Figure 1. Metal layers overlaid (run 1).
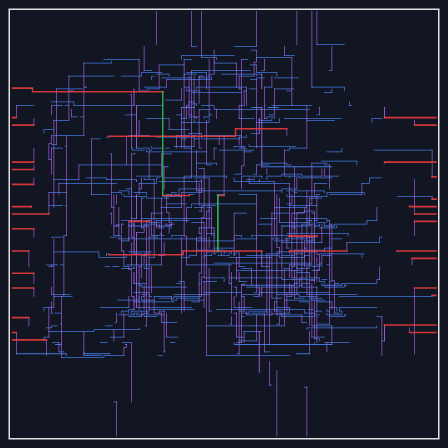
Figure 2. Logic cells by family (run 1).
Bar = 20 um.
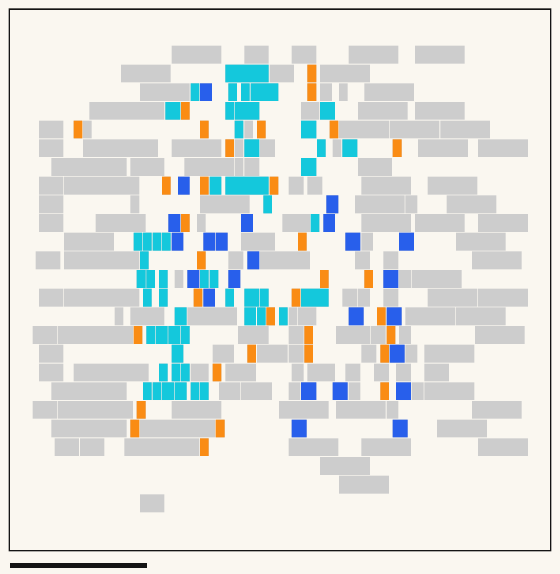
Figure 3. Clock routing (run 1).
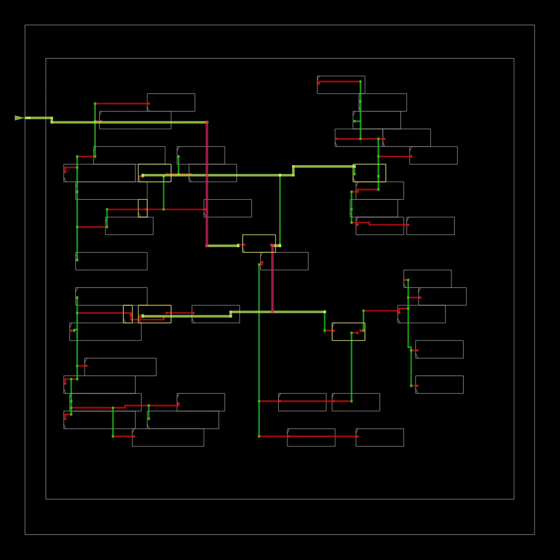
File: src/rtl/vbsc_scan_ctrl.sv
// vbsc_scan_ctrl: runs one capture -> shift -> exit -> (update) pass on the
// virtual boundary-scan chain per host command and returns the shifted-out vector.
module vbsc_scan_ctrl #(
  parameter  int VBSC_NUM  = 4,
  parameter  int VBSC_NBIT = 3,
  localparam int CHAIN_LEN = VBSC_NUM * VBSC_NBIT
) (
  input  logic                 tck,
  input  logic                 rst_n,
  input  logic                 cmd_valid,
  output logic                 cmd_ready,
  input  logic [1:0]           cmd_op,
  input  logic [CHAIN_LEN-1:0] cmd_vec,
  output logic                 rsp_valid,
  input  logic                 rsp_ready,
  output logic [CHAIN_LEN-1:0] rsp_vec,
  output logic                 rsp_err,
  output logic                 scan_cdr,
  output logic                 scan_sdr,
  output logic                 scan_udr,
  output logic                 scan_tdi,
  input  logic                 scan_tdo,
  output logic                 busy
);

  localparam int            KW     = $clog2(CHAIN_LEN + 1);
  localparam logic [KW-1:0] K_LAST = KW'(CHAIN_LEN - 1);

  typedef enum logic [2:0] {
    S_IDLE, S_CAPTURE, S_SHIFT, S_EXIT, S_UPDATE, S_RESP
  } state_t;

  state_t                 r_state;
  state_t                 w_nxt;
  logic [KW-1:0]          r_k;
  logic                   r_ext;
  logic [CHAIN_LEN-1:0]   r_vec;
  logic [CHAIN_LEN-1:0]   r_rsp_vec;
  logic                   r_rsp_err;
  logic                   r_cmd_ready;
  logic                   r_rsp_valid;
  logic                   r_cdr;
  logic                   r_sdr;
  logic                   r_udr;
  logic                   r_tdi;
  logic                   r_busy;
  logic                   w_accept;
  logic                   w_tdi;

  assign w_accept = (r_state == S_IDLE) && cmd_valid;

  // Next-state decode plus the serial bit to present in the upcoming shift cycle
  always_comb begin
    w_nxt = r_state;
    w_tdi = 1'b0;
    case (r_state)
      S_IDLE:    if (cmd_valid) w_nxt = cmd_op[1] ? S_RESP : S_CAPTURE;
      S_CAPTURE: w_nxt = S_SHIFT;
      S_SHIFT:   if (r_k == K_LAST) w_nxt = S_EXIT;
      S_EXIT:    w_nxt = r_ext ? S_UPDATE : S_RESP;
      S_UPDATE:  w_nxt = S_RESP;
      S_RESP:    if (rsp_ready) w_nxt = S_IDLE;
      default:   w_nxt = S_IDLE;
    endcase
    // tdi is registered, so pick the bit for shift index k one edge early (LSB first)
    if (w_nxt == S_SHIFT && r_ext) begin
      if (r_state == S_CAPTURE) w_tdi = r_vec[0];
      else                      w_tdi = r_vec[r_k + 1'b1];
    end
  end

  // State register; reset aborts any scan in progress
  always_ff @(posedge tck) begin
    if (!rst_n) r_state <= S_IDLE;
    else        r_state <= w_nxt;
  end

  // Registered outputs decoded from the next state so strobes align with their state
  always_ff @(posedge tck) begin
    if (!rst_n) begin
      r_cmd_ready <= 1'b1;
      r_rsp_valid <= 1'b0;
      r_cdr       <= 1'b0;
      r_sdr       <= 1'b0;
      r_udr       <= 1'b0;
      r_tdi       <= 1'b0;
      r_busy      <= 1'b0;
    end else begin
      r_cmd_ready <= (w_nxt == S_IDLE);
      r_rsp_valid <= (w_nxt == S_RESP);
      r_cdr       <= (w_nxt == S_CAPTURE);
      r_sdr       <= (w_nxt == S_SHIFT);
      r_udr       <= (w_nxt == S_UPDATE);
      r_tdi       <= w_tdi;
      r_busy      <= (w_nxt != S_IDLE);
    end
  end

  // Shift counter: restarts at 0 each scan and parks on the last index
  always_ff @(posedge tck) begin
    if (!rst_n)                                r_k <= '0;
    else if (r_state == S_CAPTURE)             r_k <= '0;
    else if (r_state == S_SHIFT && r_k != K_LAST) r_k <= r_k + 1'b1;
  end

  // Command latch and response assembly; tdo bit k lands at the edge ending shift cycle k
  always_ff @(posedge tck) begin
    if (w_accept) begin
      r_ext <= (cmd_op == 2'b01);
      r_vec <= cmd_vec;
    end
    if (!rst_n) begin
      r_rsp_vec <= '0;
      r_rsp_err <= 1'b0;
    end else if (w_accept) begin
      r_rsp_vec <= '0;
      r_rsp_err <= cmd_op[1];
    end else if (r_state == S_SHIFT) begin
      r_rsp_vec[r_k] <= scan_tdo;
    end
  end

  assign cmd_ready = r_cmd_ready;
  assign rsp_valid = r_rsp_valid;
  assign rsp_vec   = r_rsp_vec;
  assign rsp_err   = r_rsp_err;
  assign scan_cdr  = r_cdr;
  assign scan_sdr  = r_sdr;
  assign scan_udr  = r_udr;
  assign scan_tdi  = r_tdi;
  assign busy      = r_busy;

endmodule

File: config.mk
export PLATFORM = sky130hd
export DESIGN_NAME = vbsc_scan_ctrl
export DESIGN_NICKNAME = d
export VERILOG_FILES = /design/src/rtl/vbsc_scan_ctrl.sv
export SDC_FILE = /design/constraint.sdc
export NUM_CORES = 1
export LEC_CHECK = 0
export ABC_AREA = 1
export CAP_MARGIN = 15
export CORE_MARGIN = 3
export CORE_UTILIZATION = 34
export DETAILED_ROUTE_END_ITERATION = 10
export GPL_ROUTABILITY_DRIVEN = 0
export REMOVE_ABC_BUFFERS = 1
export SLEW_MARGIN = 20
export SYNTH_ARGS = -nofsm -noshare
export SYNTH_HDL_FRONTEND = slang
export SYNTH_SLANG_ARGS = --single-unit
File: constraint.sdc
create_clock -name tck -period 1.8 [get_ports tck]
set_input_delay 0.36 -clock tck [delete_from_list [all_inputs] [get_ports tck]]
set_output_delay 0.36 -clock tck [all_outputs]
set_load 0.1 [all_outputs]
==> metrics.csv, run 1 <==
stage,metric,value,unit
routing,antenna_left,0,
layout,antenna_cells,0,
setup_path,worst-path-buf-inv,3,
sta,finalCriticalPeriod,1.55,ns
layout,fin_area,0.00253,mm2
floorplanning,rows,25,
routing,wl_met2,1.50,mm
global_route,grtUsageMet3,4.93,%
synth,synth-seq-cells,40,
setup_path,crit_fanout,6,
power,p_int,1.55,mW
layout,fillCellCount,458,
layout,instances_no_fill,311,
status,status,completed,
setup_path,crit_arrival,1.73,ns
synth,syn_inst,201,
setup_path,cpMostUsedCell,inv_2,
sta,holdWs,0.508,ns
placed_design,dpl-instance-area,0.00245,mm2
synth,flop_cell,dfxtp_1,
power,pwr-share-clk,22.7,%
routing,drt_first_pass_iters,4,
layout,finish.utilization,51.5,%
synth,edf_count,13,
placed_design,pre_cts_ws,0.225,ns
sta,setup_tns,0,ns
placed_design,post-place-cells,304,
clock_network,postCtsHoldBufs,0,
worst_hold_path,holdCritStartpoint,rsp_err,
setup_path,endpoint_kind,flip-flop,
layout,comb_cells,122,
synth,synthAdderAreaFrac,2.79,%
routing,dr.max_layer_used,met4,
layout,logic_area,693,um2
power,p_sw_share,34.0,%
power,finalPower,2.36,mW
setup_path,slowest_delay,0.43,ns
floorplanning,io_pins,39,
layout,final-nonclk-buf-share,24.6,%
power,p_switching,0.802,mW
setup_path,cp_slowest_cell,dfxtp_1,
routing,wl_met1,1.66,mm
synth,ys_top_logic_family,simple AND/OR/NAND/NOR gates,
flow_run,drv_cap,0,
global_route,grt.busiest_layer,met2,
sta,finalHoldViolCount,0,
About Figure 1:
purple -> metal 2  # wire length 1500 um
red -> metal 3  # wire length 235 um
green -> metal 4  # wire length 29.2 um
blue -> metal 1  # wire length 1660 um
Final Routed Wirelength: 3.42 mm
via count: 1417
wire per inst: 11.0 um
total track usage: 11.7%

About Figure 2:
orange -> inv cells  # cells 33
blue -> aoi and oai cells  # cells 24
cyan -> nand cells  # cells 53
most used logic cell in the final layout: nand2_1
fraction of area in multi-input gates: 27.4%

About Figure 3:
total clock buffers created by CTS: 5
clk_lat worst skew: 0.29 ns

run 1: registers in the layout, indices dropped and copies added (netlist names), 3 cells and up:
| name | flops |
|---|---|
| r_state | 3 |
| r_vec | 12 |
| rsp_vec | 12 |
| r_k | 4 |
run 1: power groups by stage:
| stage | sequential (mW) | combinational [mW] | clock [mW] |
|---|---|---|---|
| 2_1_floorplan | 1.29 | 0.274 | 0 |
| 3_3_place_gp | 1.10 | 0.740 | 0 |
| 3_5_place_dp | 1.10 | 0.745 | 0 |
| 4_1_cts | 1.08 | 0.746 | 0.558 |
| 5_1_grt | 1.09 | 0.795 | 0.599 |
| 6_report | 1.08 | 0.740 | 0.536 |
==> run 2, diff against run 1 <==
Settings changed: GPL_ROUTABILITY_DRIVEN 0 to not set.
Figure 4. Clock routing (run 2).
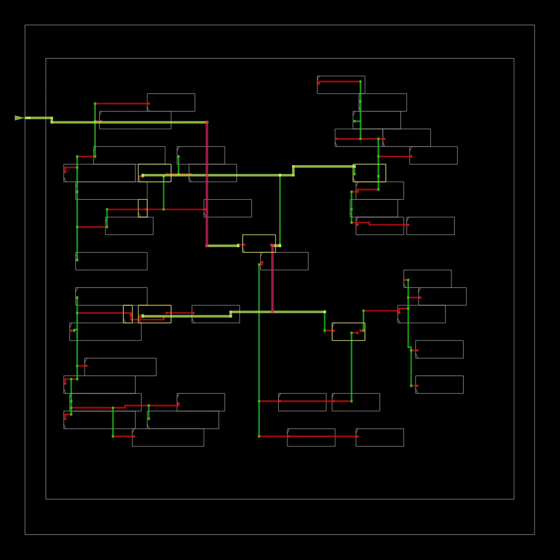
FFs & Latches: 40
Clock Sinks: 40
# clk buffers: 7
clock group power: 0.536 mW
clock skew: 0.00895 ns

==> run 2 against run 1 <==
Synthesized area unchanged. Critical endpoint unchanged. Fmax unchanged. Non-clock buffer count unchanged. Synthesized cell count unchanged. Count of clock-buffer cells in the layout unchanged. Global-route usage unchanged.
==> metrics.csv, run 2 <==
stage,metric,value,unit,change
layout,lay_top_count,nand2_1,,unchanged
layout,fin_area,0.00253,mm2,unchanged
floorplanning,dieArea,0.00618,mm2,unchanged
power,p_switching,0.802,mW,unchanged
power,p_int,1.55,mW,unchanged
global_route,grt_usage,11.7,%,unchanged
synth,common_cells,"nand2_1 (33), dfxtp_1 (27), inv_1 (24)",,unchanged
floorplanning,chipWidth,78.6,um,unchanged
routing,drt_first_pass_iters,4,,unchanged
synth,flop_cell,dfxtp_1,,unchanged
global_route,grt-ovfl-total,0,,unchanged
setup_path,crit_arrival,1.73,ns,about the same
flow_run,drv_cap,0,,unchanged
routing,wl_met2,1.50,mm,unchanged
power,power_leader,sequential cells,,unchanged
status,status,completed,,unchanged
sta,setup_tns,0,ns,unchanged
power,finalPower,2.36,mW,unchanged
setup_path,cpMostUsedCell,inv_2,,unchanged
sta,finalCriticalPeriod,1.55,ns,unchanged
layout,antenna_cells,0,,unchanged
layout,area_growth,41.3,%,unchanged
synth,ys_cells,201,,unchanged
routing,antenna_left,0,,unchanged
synth,yosys.stat.seqShare,52.0,%,unchanged
synth,syn_area,0.00179,mm2,unchanged
synth,edf_count,13,,unchanged
setup_path,cp_slowest_cell,dfxtp_1,,unchanged
sta,finalHoldViolCount,0,,unchanged
clock_network,postCtsHoldBufs,0,,unchanged
setup_path,slowest_delay,0.43,ns,about the same
routing,postRouteWirelength,3.42,mm,unchanged
synth,ys_top_logic_family,simple AND/OR/NAND/NOR gates,,unchanged
synth,synthAdderAreaFrac,2.79,%,unchanged
power,pg_seq,1.08,mW,about the same
synth,syn_inst,201,,unchanged
synth,synthAoiAreaFrac,7.47,%,unchanged
routing,routedWlPerCell,11.0,um,unchanged
synth,synth-seq-cells,40,,unchanged
setup_path,crit_fanout,6,,unchanged
global_route,grt_pass1_wl,5.69,mm,unchanged
placed_design,dpl-instance-area,0.00245,mm2,unchanged
worst_hold_path,holdCritStartpoint,rsp_err,,unchanged
power,pwr-share-clk,22.7,%,about the same
layout,finish.utilization,51.5,%,unchanged
placed_design,post-place-cells,304,,unchanged
global_route,grtUsageMet3,4.93,%,unchanged
synth,top_cell_area_share,30.2,%,unchanged
setup_path,endpoint_kind,flip-flop,,unchanged
power,comb_power,0.740,mW,about the same
placed_design,pre_cts_ws,0.225,ns,unchanged
power,comb_power_share,31.4,%,about the same
setup_path,worst-path-buf-inv,3,,unchanged
clock_network,insertion_delay,0.29,ns,about the same
floorplanning,io_pins,39,,unchanged
## run 2: area by class of cell
| type | count | area (um2) |
|---|---|---|
| clock buffer | 7 | 76.3 |
| fill | 458 | 2380 |
| inverter | 33 | 124 |
| multi-input combinational | 122 | 693 |
| sequential | 40 | 931 |
| tap | 67 | 83.8 |
| timing repair buffer | 42 | 623 |
## run 2: worst max-delay path by stage
stage                    from        end  slack [ns]  depth (start not counted)
global route           r_k[1]  cmd_ready        0.10                         10
CTS                    r_k[0]  cmd_ready        0.25                         10
detailed placement  rsp_ready       busy        0.22                          8
global placement    rsp_ready   scan_tdi        0.23                          7
floorplan              r_k[0]  cmd_ready        0.30                         10
finish                 r_k[0]  cmd_ready        0.25                         10
Power and IR drop assume default switching activity.
